## src/rtl/frame_sync_deser.sv

```systemverilog
// frame_sync_deser
//   Frame aligner / deserialiser for the deser400 path. An oversampled
//   serial stream is searched for a frame marker, which is one bit followed
//   by SYNC_RUN bits of the opposite value. A phase counter is aligned to
//   the marker's last bit, and every DATA_W enabled cycles the following
//   DATA_W bits are presented on pdata with a one-cycle pvalid strobe.
//   A HUNT/CHECK/LOCKED state machine qualifies lock using consecutive
//   aligned markers (LOCK_CNT) and consecutive misaligned markers
//   (ERR_LIMIT).
//
//   Optional build macro: ERR_COUNT_EN adds a saturating 16-bit count of
//   misaligned markers (err_count) with a clear input (clr_cnt).
//
// Ports
//   clk400    in   bit clock, rising edge
//   reset     in   synchronous, active-high
//   enable    in   cycle qualifier; low holds all state, pvalid forced 0
//   sdata     in   serial data, one bit per enabled cycle
//   clr_cnt   in   (ERR_COUNT_EN only) clears err_count
//   err_count out  (ERR_COUNT_EN only) misaligned-marker count
//   pdata     out  frame data, first-received bit in MSB
//   pvalid    out  one-cycle frame strobe
//   error     out  frame was preceded by a misaligned marker (with pvalid)
//   locked    out  high while in LOCKED

module frame_sync_deser #(
    parameter int DATA_W    = 5,
    parameter int SYNC_RUN  = 5,
    parameter int LOCK_CNT  = 2,
    parameter int ERR_LIMIT = 3
) (
    input  logic              clk400,
    input  logic              reset,
    input  logic              enable,
    input  logic              sdata,
`ifdef ERR_COUNT_EN
    input  logic              clr_cnt,
    output logic [15:0]       err_count,
`endif
    output logic [DATA_W-1:0] pdata,
    output logic              pvalid,
    output logic              error,
    output logic              locked
);

    localparam int SRW = ((DATA_W > SYNC_RUN) ? DATA_W : SYNC_RUN) + 1;
    localparam int PW  = $clog2(DATA_W);
    localparam logic [PW-1:0] PH_LAST  = PW'(DATA_W - 1);
    localparam logic [3:0]    LOCK_TGT = 4'(LOCK_CNT);
    localparam logic [3:0]    ERR_TGT  = 4'(ERR_LIMIT);

    typedef enum logic [1:0] {
        ST_HUNT,
        ST_CHECK,
        ST_LOCKED
    } state_t;

    state_t            r_state;
    logic [SRW-1:0]    r_shift;
    logic              r_det;
    logic [PW-1:0]     r_phase;
    logic [3:0]        r_lock_cnt;
    logic [3:0]        r_err_cnt;
    logic              r_pend;
    logic [DATA_W-1:0] r_pdata;
    logic              r_pvalid;
    logic              r_error;
    logic              r_locked;

    logic              w_marker;
    logic              w_sync;

    // Newest SYNC_RUN+1 bits are {b, ~b repeated SYNC_RUN times}.
    assign w_marker = (r_shift[SYNC_RUN] != r_shift[SYNC_RUN-1]) &&
                      ((r_shift[SYNC_RUN-1:0] == '0) || (r_shift[SYNC_RUN-1:0] == '1));

    // Phase wrap marks the frame boundary; a detect landing here is aligned.
    assign w_sync = (r_phase == PH_LAST);

    always_ff @(posedge clk400) begin
        if (reset) begin
            r_state    <= ST_HUNT;
            r_shift    <= '0;
            r_det      <= 1'b0;
            r_phase    <= '0;
            r_lock_cnt <= '0;
            r_err_cnt  <= '0;
            r_pend     <= 1'b0;
            r_pdata    <= '0;
            r_pvalid   <= 1'b0;
            r_error    <= 1'b0;
            r_locked   <= 1'b0;
        end else if (!enable) begin
            // A strobe raised just before enable fell is dropped, not delayed.
            r_pvalid <= 1'b0;
        end else begin
            r_shift <= {r_shift[SRW-2:0], sdata};
            r_det   <= w_marker;
            // Any marker restarts the phase; an aligned one wraps here anyway.
            r_phase <= (r_det || w_sync) ? '0 : r_phase + 1'b1;

            r_pvalid <= 1'b0;
            // r_shift[0] is already one bit past the frame at this point,
            // because detect is registered one cycle behind the shifter.
            if (w_sync && (r_state != ST_HUNT)) begin
                r_pvalid <= 1'b1;
                r_pdata  <= r_shift[DATA_W:1];
                r_error  <= r_pend;
                r_pend   <= 1'b0;
            end

            if (r_det) begin
                case (r_state)
                    ST_HUNT: begin
                        r_lock_cnt <= 4'd1;
                        if (LOCK_TGT == 4'd1) begin
                            r_state  <= ST_LOCKED;
                            r_locked <= 1'b1;
                        end else begin
                            r_state <= ST_CHECK;
                        end
                    end
                    ST_CHECK: begin
                        if (w_sync) begin
                            r_lock_cnt <= r_lock_cnt + 4'd1;
                            if (r_lock_cnt + 4'd1 == LOCK_TGT) begin
                                r_state  <= ST_LOCKED;
                                r_locked <= 1'b1;
                            end
                        end else begin
                            r_lock_cnt <= 4'd1;
                        end
                    end
                    ST_LOCKED: begin
                        if (w_sync) begin
                            r_err_cnt <= '0;
                        end else begin
                            r_pend <= 1'b1;
                            if (r_err_cnt + 4'd1 == ERR_TGT) begin
                                r_state    <= ST_HUNT;
                                r_locked   <= 1'b0;
                                r_err_cnt  <= '0;
                                r_lock_cnt <= '0;
                            end else begin
                                r_err_cnt <= r_err_cnt + 4'd1;
                            end
                        end
                    end
                    default: begin
                        r_state  <= ST_HUNT;
                        r_locked <= 1'b0;
                    end
                endcase
            end
        end
    end

`ifdef ERR_COUNT_EN
    logic        w_misaligned;
    logic [15:0] r_err_count;

    assign w_misaligned = r_det && !w_sync;

    always_ff @(posedge clk400) begin
        if (reset || clr_cnt) begin
            r_err_count <= '0;
        end else if (enable && w_misaligned && (r_err_count != '1)) begin
            r_err_count <= r_err_count + 16'd1;
        end
    end

    assign err_count = r_err_count;
`endif

    assign pdata  = r_pdata;
    assign pvalid = r_pvalid & enable;
    assign error  = r_error;
    assign locked = r_locked;

endmodule
```

## config.mk

```make
export PLATFORM = sky130hd
export DESIGN_NAME = frame_sync_deser
export DESIGN_NICKNAME = d
export VERILOG_FILES = /design/src/rtl/frame_sync_deser.sv
export SDC_FILE = /design/constraint.sdc
export NUM_CORES = 1
export LEC_CHECK = 0
export CAP_MARGIN = 40
export CORE_MARGIN = 2
export CORE_UTILIZATION = 50
export DETAILED_ROUTE_END_ITERATION = 6
export MAX_ROUTING_LAYER = met4
export PLACE_DENSITY = 0.8
export RECOVER_POWER = 50
export SLEW_MARGIN = 20
export SYNTH_ARGS = -nofsm -noshare
export SYNTH_HDL_FRONTEND = slang
export SYNTH_SLANG_ARGS = --single-unit
```

## constraint.sdc

```tcl
create_clock -name clk400 -period 4.44 [get_ports clk400]
set_input_delay 0.888 -clock clk400 [delete_from_list [all_inputs] [get_ports clk400]]
set_output_delay 0.888 -clock clk400 [all_outputs]
set_load 0.02 [all_outputs]
```

**Run 1: met1 routing**

The bar under the picture is 20 um long. Supply wires on this layer in gray.
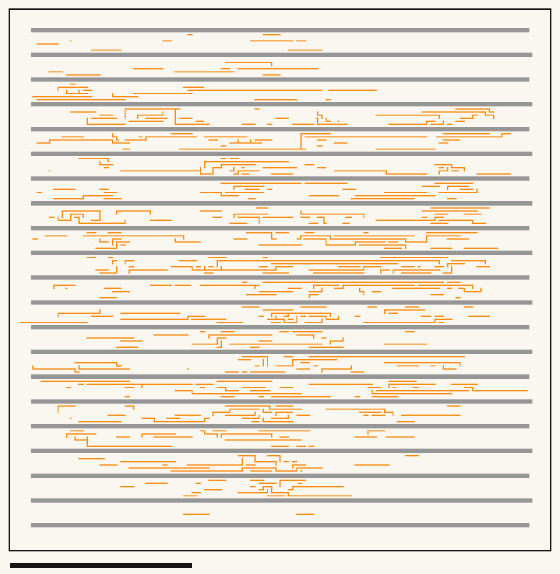
- wire length on this layer: 1400 um
- main direction: horizontal
- longest straight run: 24.4 um
DR vias: 1293
Global Route met1 Usage: 25.5%
Post-Route WL: 3160 um

**Run 1: signal wires on met2**

The bar under the picture is 20 um long.
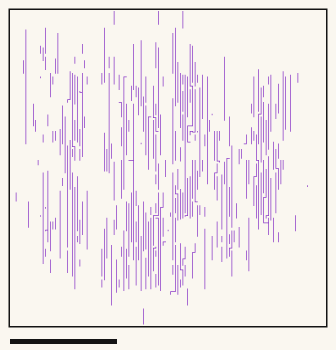
- nets with wire on the layer: 165
- main direction: vertical
- wire length on this layer: 1580 um
- longest straight run: 29.2 um

==> deck_impl_summary.md, run 1 <==
Flow Results at a Glance

Worst setup path
  – Worst Setup End Kind: primary output
  – Critical path class: in2out
  – Worst EP required: between 3000 and 4000 ps
  – CP arrival: between 2000 and 3000 ps
  – CP Launch Type: input pin

Clocking
  – Maximum root-to-sink buffer count: 2
  – Hold_buf cts: 0
  – Worst-Skew Late Latency: ~350 ps
  – Cts repair resizes: 0
  – Clock buffer count from CTS: 5

Timing
  – Hold WS: between 400 and 500 ps
  – Highest clock rate: 0.270 GHz
  – RSZ-0062 raised after global routing: false
  – Slew HR: 52.5%
  – Period utilization: 83.4%
  – Max-slew violation count: 0

Detailed routing
  – Wire per inst: ~14 um
  – First-iteration detailed-routing DRC count: 40
  – Antenna violation net count after detailed routing: 0

Synth
  – Async S/R FF share, synth: 0%
  – AO/OA Area Share: a little under a fifth
  – Cell variety after synth: 44
  – Count leader, synth: dfxtp_1
  – Syn Inst Count: ~170
  – Cell area after synthesis: around 1500 um^2
  – Dominant cell type by area after synthesis: dfxtp_1
  – Average size of a mapped cell: 8.85 um^2
  – Synth Seq Share: a little under two fifths
  – And+or+nand+nor area frac: 22.5%
  – Largest family of logic cells by area: simple AND/OR/NAND/NOR gates

GRT
  – Initial antenna violation count: 0
  – First-pass GRT wire length: 5610 um
  – Vias in the first global route: between 1000 and 1500
  – Largest net degree at the start of global routing: 34
  – Met2 Use GR: a little over a third

Final layout
  – Layout area overhead: 14.3%
  – Final #Nets: approximately 200

Placed design
  – Gpl congestion: between 0.8 and 0.9

Outcome
  – Outcome: finished clean

Run
  – Stage-log warning count: 33

Power
  – Cell Pwr Density: ~300 nW/um^2

Floorplanning
  – I/O pins: 12
  – Die Ht: just under 60 um

Min path
  – HP Class: reg2reg
**Run 1: M3 wires**

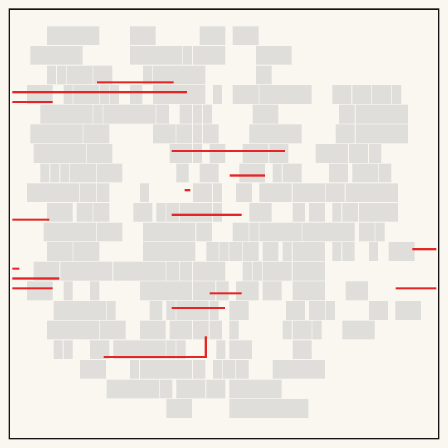
- wire length on this layer: 123 um
- share of all routed wire: 3.9%
- nets with wire on the layer: 11
- longest straight run: 23.9 um

**Run 1: clock distribution**

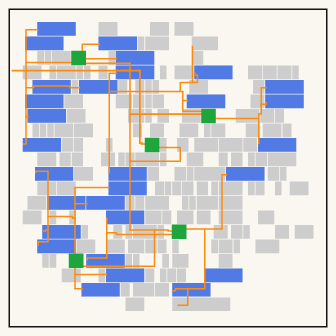
- green: clock drivers (count 5)
- orange: clock wires (length 410 um)
- blue: flip-flops (count 29)
- flops lie: all over the die
- routed clock nets: 6

[run 1: per-stage QoR]
stage / cell area, um^2 / setup slack (ps)
final: 1750 / 739
after global routing: 1750 / 621
after floorplan: 1530 / 2010
after global placement: 1670 / 1250
after detailed placement: 1670 / 1230
after CTS: 1760 / 1220
[run 1: cell usage in the layout (no fill, tap or decap), types with 5 or more instances in the layout]
cell,Yosys,final
a21oi_1,13,13
clkbuf_4,0,5
clkdlybuf4s50_1,0,10
dfxtp_1,29,29
ha_1,11,11
inv_1,9,9
mux2i_1,13,13
nand2_1,11,11
nor2_1,25,25
[run 1: registers in the layout (all words and copies together), names as in the netlist]
name and count:
r_pend 1, r_lock_cnt 4, r_shift 6, error 1, r_state 2, r_pvalid 1, r_err_cnt 4, locked 1
pdata 5, r_phase 3, r_det 1
[run 1: worst min-delay path: cells and delay by family, from the launching register on]
kind / cells / cell delay (ps)
simple gates: 1 / 50
compound gates: 1 / 60
flops: 1 / 320
[run 1: cell type report]
class                   instances  area, um^2
repair buffers                 13         121
clock buffers                   7        55.1
inverters                       9        33.8
well taps                      33        41.3
flip-flops and latches         29         581
multi-input cells             129         887
fillers                       249        1230
clock inverters                 1        30.0
[run 1: power breakdown]
group	total (mW)	internal (mW)	switching [mW]
logic	0.0309	0.0131	0.0178
registers	0.268	0.264	0.00412
clock network	0.232	0.134	0.0977
[run 1: final timing paths]
kind               from             to  slack (ps)  cells past startpoint
max              enable         pvalid         740                      4
min reg2reg      r_pend         r_pend         470                      2
min              r_pend         r_pend         470                      2
max reg2reg  r_phase[0]  r_lock_cnt[3]        2530                      7
[run 1: routing by layer]
layer  part of all wire, %  wire length, um
met4                   1.5               48
met1                    44             1400
met5                     0                0
met3                   3.9              122
met2                    50             1580
**Run 1: routing congestion**

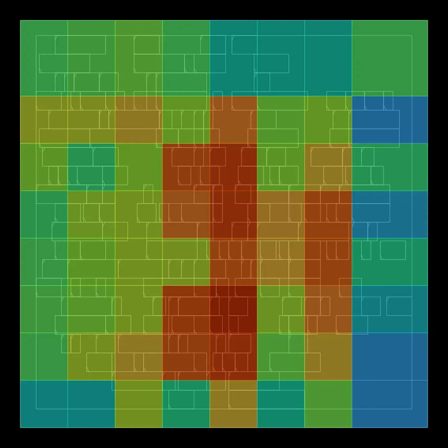

--- run 2 (diff from run 1) ---
PLACE_DENSITY = 0.83   (was 0.8)
clock period = 3.2 ns   (was 4.44 ns; I/O delays follow)
**Run 2: routing congestion**

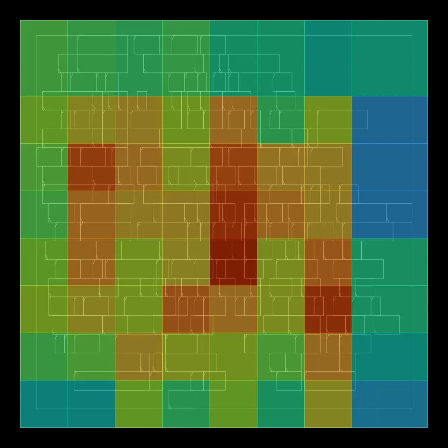
met2 Use GR: 38.3%
wire per inst: 14.3 um
Total GRT Usage: 22.2%
Global Route met1 Usage: 24.3%

==> deck_impl_summary.md, run 2 <==
Flow Results at a Glance

Outcome
  – Outcome: finished clean (unchanged)

GRT
  – First-pass GRT wire length: 5720 um (was 5610 um)

Detailed routing
  – Top routing layer used: met4 (unchanged)
  – Met3 WL post-DR: 111 um (was 122 um)
  – First-iteration detailed-routing DRC count: 54 (was 40)

Clocking
  – Cts repair resizes: 0 (unchanged)
  – Worst-Skew Late Latency: 330 ps (was 350 ps)

Timing
  – Highest clock rate: 0.376 GHz
  – Max-slew violation count: 0 (unchanged)
  – Period utilization: a little over 80%

Worst setup path
  – Worst Setup End Kind: register (was primary output)
  – CP Launch Type: input pin (unchanged)
  – CP arrival: 2920 ps (was 2810 ps)

Final layout
  – Layout area overhead: 14.4% (was 14.3%)
  – Biggest register: r_shift (unchanged)
  – Number of flip-flops in the largest register: 6 (unchanged)
  – Fill cell count: 258 (was 249)
  – Final #Nets: 202 (unchanged)

Synth
  – Cell variety after synth: 44 (unchanged)
  – Syn Inst Count: 173 (unchanged)
  – Async S/R FF share, synth: 0% (unchanged)
  – Dominant cell type by area after synthesis: dfxtp_1 (unchanged)

Placed design
  – Gpl congestion: 0.882 (was 0.817)

Run
  – Stage-log warning count: 33 (unchanged)
**Run 2: met1 routing**

The bar under the picture is 20 um long. Supply wires on this layer in gray.
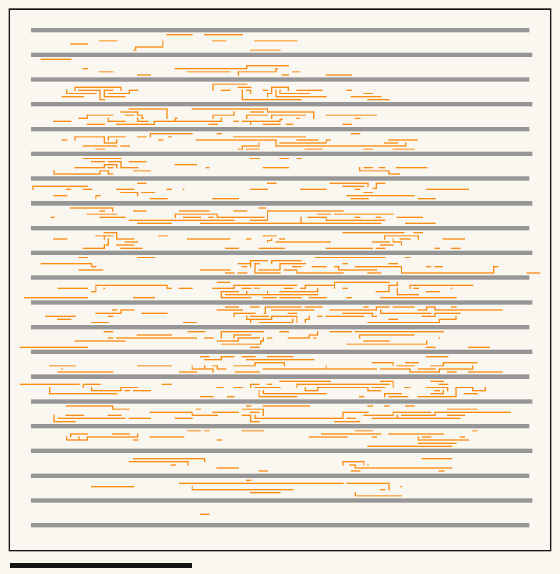
- longest straight run: 19.8 um
- main direction: horizontal
- nets with wire on the layer: 180
- share of all routed wire: 42%
Post-Route WL: 3160 um
DR vias: 1305

[run 2: cell counts after synthesis]
Identical to the previous run, type by type.
[run 2: final timing paths]
path                   start            end  slack [ps]  cells after the start
setup reg to reg  r_phase[0]  r_lock_cnt[3]        1270                      7
hold reg to reg       r_pend         r_pend         470                      2
hold / removal        r_pend         r_pend         470                      2
setup / recovery      enable  r_lock_cnt[1]         540                      7
[run 2: area by class of cell]
type / count / area [um^2] / share of cell area (%)
Clock buffer: 5 / 37.5 / 2.14
Clock inverter: 3 / 46.3 / 2.64
Inverter: 9 / 33.8 / 1.93
Multi-Input combinational cell: 129 / 890 / 50.8
Sequential cell: 29 / 581 / 33.2
Tap cell: 33 / 41.3 / 2.36
Timing Repair Buffer: 13 / 121 / 6.93
[run 2: report_power, final]
part,internal [mW],switching [mW]
Combinational,0.0185,0.0251
Sequential,0.366,0.00586
Clock,0.165,0.140
Total,0.550,0.171
[run 2: cells by family (layout without fill, tap and decap cells)]
logic type / Yosys count / after routing / synth area share, %
simple gates: 66 / 66 / 22.5
mux: 13 / 13 / 8.50
fa+ha+maj: 11 / 11 / 8.99
buf+inv: 15 / 30 / 3.92
compound gates: 39 / 39 / 18.2
flops: 29 / 29 / 37.9
[run 2: metrics by stage]
stage	worst slack [ps]	area [um^2]	instances	hold slack [ps]	utilization, %
finish	540	1750	221	467	58.8
global route	410	1750	221	515	58.8
CTS	719	1750	221	473	58.9
detailed placement	727	1670	213	459	56.1
global placement	726	1670	213	445	56.1
floorplan	1270	1530	173	436	-
[run 2: routing by layer]
| layer | GRT usage, % | vias to the layer above |
|---|---|---|
| met5 | - | - |
| met4 | 8.77 | 0 |
| met3 | 5.46 | 5 |
| met2 | 38.3 | 20 |
| met1 | 24.3 | 636 |
| li1 | - | 644 |
No activity file was given, so power comes from the tool's default toggle rates.
